$ cat src/rtl/serial_nibble_rx_pkg.sv
// Shared definitions for the serial nibble receiver: FSM state encoding and line constants.
package serial_nibble_rx_pkg;

    typedef enum logic [1:0] {
        IDLE = 2'd0,
        DATA = 2'd1,
        PAR  = 2'd2,
        STOP = 2'd3
    } rx_state_e;

    localparam logic IDLE_LEVEL = 1'b1;

    // Bit-counter width; a 1-bit word still needs a 1-bit counter.
    function automatic int unsigned cnt_width(input int unsigned w);
        return (w > 1) ? $clog2(w) : 1;
    endfunction

endpackage

$ cat src/rtl/rx_parity.sv
// XOR-reduce of the received data word; high when the word has an odd number of ones.
module rx_parity #(
    parameter int unsigned WIDTH = 4
) (
    input  logic [WIDTH-1:0] bits_i,
    output logic             odd_o
);

    assign odd_o = ^bits_i;

endmodule

$ cat src/rtl/serial_nibble_rx.sv
// Framed serial-to-parallel receiver: start bit, WIDTH data bits LSB-first, optional even
// parity, stop bit. Frame outcome is registered one clock after the stop sample.
module serial_nibble_rx
    import serial_nibble_rx_pkg::*;
#(
    parameter int unsigned WIDTH     = 4,
    parameter bit          PARITY_EN = 1'b1
) (
    input  logic             clk,
    input  logic             rst,
    input  logic             en,
    input  logic             sin,
    output logic [WIDTH-1:0] data,
    output logic             load,
    output logic             perr,
    output logic             ferr,
    output logic             busy
);

    localparam int unsigned      CntW    = cnt_width(WIDTH);
    localparam logic [CntW-1:0]  LastBit = CntW'(WIDTH - 1);

    rx_state_e        state_q, state_d;
    logic [CntW-1:0]  cnt_q, cnt_d;
    logic [WIDTH-1:0] shift_q, shift_d;
    logic             par_q, par_d;

    // Frame-end bookkeeping captured at the stop sample, resolved on the following edge.
    logic             done_q, done_d;
    logic             stop_q, stop_d;
    logic             par_bad_q, par_bad_d;

    logic [WIDTH-1:0] data_q, data_d;
    logic             load_q, load_d;
    logic             perr_q, perr_d;
    logic             ferr_q, ferr_d;

    logic             data_odd;

    rx_parity #(
        .WIDTH (WIDTH)
    ) u_rx_parity (
        .bits_i (shift_q),
        .odd_o  (data_odd)
    );

    always_comb begin
        state_d   = state_q;
        cnt_d     = cnt_q;
        shift_d   = shift_q;
        par_d     = par_q;
        done_d    = 1'b0;
        stop_d    = stop_q;
        par_bad_d = par_bad_q;

        if (en) begin
            unique case (state_q)
                IDLE: begin
                    if (sin != IDLE_LEVEL) begin
                        state_d = DATA;
                        cnt_d   = '0;
                    end
                end
                DATA: begin
                    shift_d = (shift_q >> 1) | (WIDTH'(sin) << (WIDTH - 1));
                    cnt_d   = cnt_q + CntW'(1);
                    if (cnt_q == LastBit) begin
                        state_d = PARITY_EN ? PAR : STOP;
                    end
                end
                PAR: begin
                    par_d   = sin;
                    state_d = STOP;
                end
                STOP: begin
                    state_d   = IDLE;
                    done_d    = 1'b1;
                    stop_d    = sin;
                    par_bad_d = PARITY_EN && (data_odd ^ par_q);
                end
            endcase
        end
    end

    // The shift register is stable in IDLE, so it still holds the frame word here.
    always_comb begin
        data_d = data_q;
        load_d = 1'b0;
        perr_d = 1'b0;
        ferr_d = 1'b0;
        if (done_q) begin
            ferr_d = (stop_q != IDLE_LEVEL);
            perr_d = par_bad_q;
            if (!ferr_d && !perr_d) begin
                load_d = 1'b1;
                data_d = shift_q;
            end
        end
    end

    always_ff @(posedge clk) begin
        if (rst) begin
            state_q   <= IDLE;
            cnt_q     <= '0;
            shift_q   <= '0;
            par_q     <= 1'b0;
            done_q    <= 1'b0;
            stop_q    <= 1'b0;
            par_bad_q <= 1'b0;
            data_q    <= '0;
            load_q    <= 1'b0;
            perr_q    <= 1'b0;
            ferr_q    <= 1'b0;
        end else begin
            state_q   <= state_d;
            cnt_q     <= cnt_d;
            shift_q   <= shift_d;
            par_q     <= par_d;
            done_q    <= done_d;
            stop_q    <= stop_d;
            par_bad_q <= par_bad_d;
            data_q    <= data_d;
            load_q    <= load_d;
            perr_q    <= perr_d;
            ferr_q    <= ferr_d;
        end
    end

    assign data = data_q;
    assign load = load_q;
    assign perr = perr_q;
    assign ferr = ferr_q;
    assign busy = (state_q != IDLE);

endmodule

$ cat config.mk
export PLATFORM = sky130hd
export DESIGN_NAME = serial_nibble_rx
export DESIGN_NICKNAME = d
export VERILOG_FILES = /design/src/rtl/serial_nibble_rx_pkg.sv /design/src/rtl/rx_parity.sv /design/src/rtl/serial_nibble_rx.sv
export SDC_FILE = /design/constraint.sdc
export NUM_CORES = 1
export LEC_CHECK = 0
export CORE_UTILIZATION = 41
export DETAILED_ROUTE_END_ITERATION = 12
export PLACE_DENSITY = 0.71
export SYNTH_ARGS = -nofsm -noshare
export SYNTH_HDL_FRONTEND = slang
export SYNTH_SLANG_ARGS = --single-unit
$ cat constraint.sdc
create_clock -name clk -period 1.8 [get_ports clk]
set_clock_uncertainty 0.2 [all_clocks]
set_input_delay 0.36 -clock clk [delete_from_list [all_inputs] [get_ports clk]]
set_output_delay 0.36 -clock clk [all_outputs]
set_load 0.01 [all_outputs]
**The metal 3 layer**

Scale: 6 px per um.
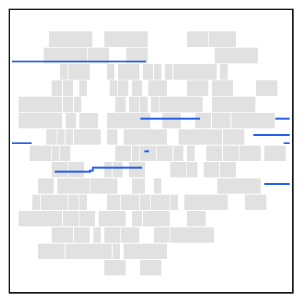
longest straight run: 22.1 um
wire length on this layer: 62.3 um
main direction: horizontal
share of all routed wire: 4.3%
nets with wire on the layer: 7

**Metal 2**

Scale: 6 px per um.
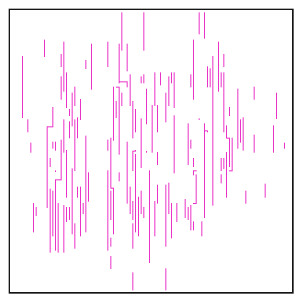
main direction: vertical
longest straight run: 24.8 um
wire length on this layer: 683 um
share of all routed wire: 47%
nets with wire on the layer: 103

**Metal layers overlaid**

Scale: 8 px per um.
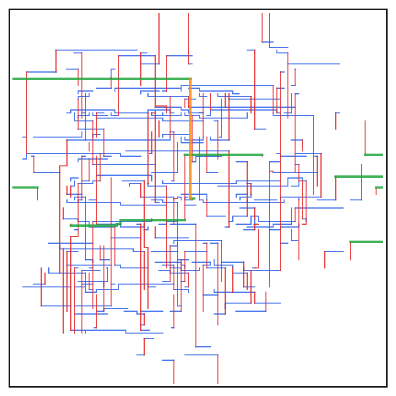
legend:
  green:
    layer: metal 3
    wire_length: 62.3 um
  blue:
    layer: metal 1
    wire_length: 681 um
  red:
    layer: metal 2
    wire_length: 683 um
  orange:
    layer: metal 4
    wire_length: 15.0 um

==> summary.txt <==
run results: Placed Area=0.00103 mm^2, fin. max-slew vios=0, CP endpoint=busy, clk pwr=210 uW, P&R area growth vs syn=28.3%, die width=roughly 47 um, Setup WS pre-CTS=-22.5 ps, H-tree Lvls=1, GRT met3 Usage=0.0692, Final nets=123, GR Util met1=0.180, status=completed, clock group share of total power=0.280, Site Rows=15, critical path class=reg -> out, Top Layout Cells=dfxtp_1 (18), nand2_1 (12), buf_4 (10), nand3_1 (9), clkdlybuf4s50_1 (9), Data arrival, critical path=roughly 1200 ps, worst-margin pin slew=about 280 ps, clk buf depth=2, HPWL Detailed=about 1.1 mm, cell taking the most area after synthesis=dfxtp_1, Post-synth ARST share=0, CTS tree=yes, leading post-synthesis cells by instance count=dfxtp_1 (19), nand2_1 (12), nand3_1 (9), a21oi_1 (8), ha_1 (7), WL final=approximately 1.4 mm, comb pwr=roughly 110 uW, total core area=between 0.0015 and 0.002 mm^2, syn_nets=roughly 100, hold_ws=around 270 ps, Worst Hold Path EP=load, cts hold-fix bufs=0, power per cell area=slightly above 700 mW/mm^2, initial antenna violation count=0, CTS Root Cell=clkbuf_4, net switching fraction of the power=0.244, IO buf count=11, first-pass GRT wire length=roughly 2.5 mm, Final period util=0.961, drt pass-1 iters=4, detailed-routed wire length on met2=a little under 700 um, HP Class=reg -> reg, Max power group=registers, max incr delay on CP=~330 ps, worst reg-to-reg setup slack=about 110 ps, Post-Syn Instances=89, distinct lib cells=24, Worst Hold Path Cells=1, P_sw=about 180 uW, Worst VDD drop=~500 uV, Residual DRC=0, number of enable flip-flop cells=0, cell depth of the worst flop-to-flop path=7, fin worst setup slack=between 60 and 70 ps, worst-path fanout max=4, Final Cell Area=between 0.001 and 0.0015 mm^2, die height=about 47 um, DR WL/cell=10.6 um, Startpoint Class=flop, total number of vias=about 660, layout cells sized above 1=0.153, CP delay by family, top=buffers and inverters, Slew HR=0.811, cell area after synthesis=between 800 and 900 um^2, Seq cells post-synth=19, Final Non-Filler Cells=~140, largest net degree at the start of global routing=20, met3 WL=roughly 62 um, RR Endpoint=cnt_q[0], sequential share of power=0.574, highest routed metal layer=met4, fp_density=0.456, hold path startpoint=par_bad_q, yosys warns=0, # fillers=approximately 170, leakage=0.454 nW, WP depth=4, DR vias/cell=roughly 4.8, First DRT Iteration DRCs=15, Critical Path RT=between 1000 and 1500 ps, M1 WL=~680 um, yosys cell count=just under 90, Avg Cell Area, Syn=between 9 and 10 um^2, Sum Neg Setup Slack=0 ps, Die ar.=approximately 0.0022 mm^2, postcts setup bufs=0, MaxCap Viol Count=0, area share of the largest cell type after synthesis=0.458, Fmax achieved=578 MHz, worst setup path startpoint=state_q[0], # setup viols final=0, Yosys chip area=about 830 um^2, GRT Util Overall=0.162, Top Usage Layer GRT=met2, Top cell excl fill/tap=dfxtp_1, Top cells by area=dfxtp_1 (46%), ha_1 (11%), mux2i_1 (6.0%), IO Pins=12, Final min period=1730 ps, WP buf/inv=3, Worst-path clk slew=approximately 100 ps, Internal=~570 uW, CP max-delay cell=dfxtp_2, Final Wtd Congestion=between 0.7 and 0.8, post-CTS resize count=2, vias in the first global route=approximately 600, Final Hold Viols=0, count leader, synth=dfxtp_1, Overflow after GRT=0, CP Capture Type=output pin, Total Power=between 700 and 800 uW, antenna viol nets, final=0, grt met2 use=0.269, critical path, cell by cell=inv_1 > ha_2 > inv_1 > clkdlybuf4s15_1, fin util=0.586, Top FF cell, synth=dfxtp_1, Inst Count DP=roughly 130, Diodes inserted=0, Seq. pwr=about 430 uW, CP most frequent cell=inv_1, reg2reg start=state_q[1], Comb pwr share=0.147, tool warnings=31, Synth Seq Share=0.458
**Clock routing**

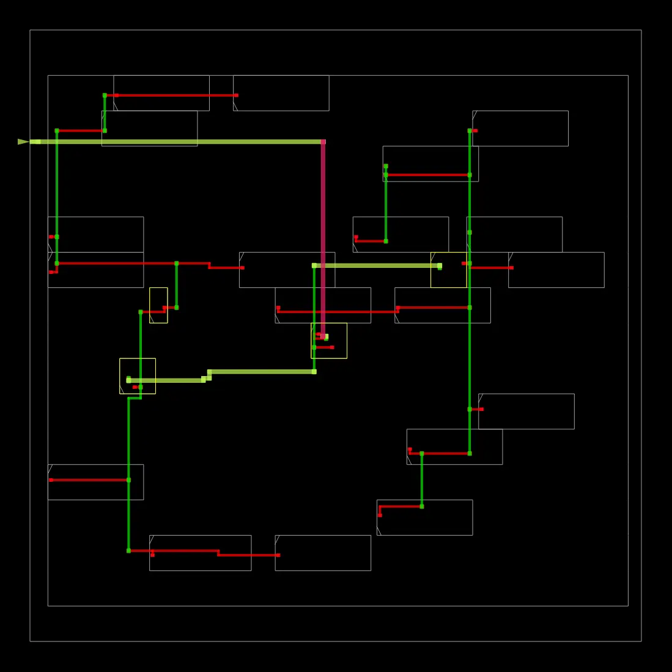
CTS buffer count: 3
Flops: 19
clkbuf count: 4
worst skew pair latency: 290 ps
total clock sinks: 19

**Floorplan with the power grid**

Scale: 8 px per um. Pins as bars on the die edge. Tap cells in grey.
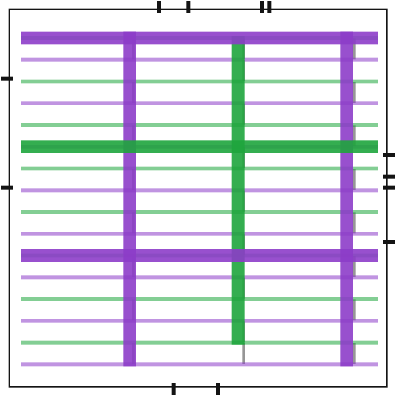
legend:
  purple:
    net: VSS
  green:
    net: VDD
met4 straps: 3
signal pins: 12
met1 rails: 16

[cell families (layout without fill, tap and decap cells)]
group / Yosys count / in the layout / share of synthesized area
muxes: 5 / 5 / 0.0602
xor gates and xnor gates: 3 / 3 / 0.0316
AOI/OAI and AO/OA: 11 / 11 / 0.0738
buffers and inverters: 6 / 28 / 0.0376
DFF: 19 / 19 / 0.458
adders and majority gates: 7 / 7 / 0.105
and+or+nand+nor: 38 / 38 / 0.233
[cell type report]
type | count | area [um^2] | area share
Clock buffer | 4 | 26.3 | 0.0246
Inverter | 3 | 11.3 | 0.0106
Timing Repair Buffer | 21 | 188 | 0.176
Multi-Input combinational cell | 64 | 428 | 0.401
Sequential cell | 19 | 382 | 0.358
Tap cell | 25 | 31.3 | 0.0293
Power and IR drop assume default switching activity.
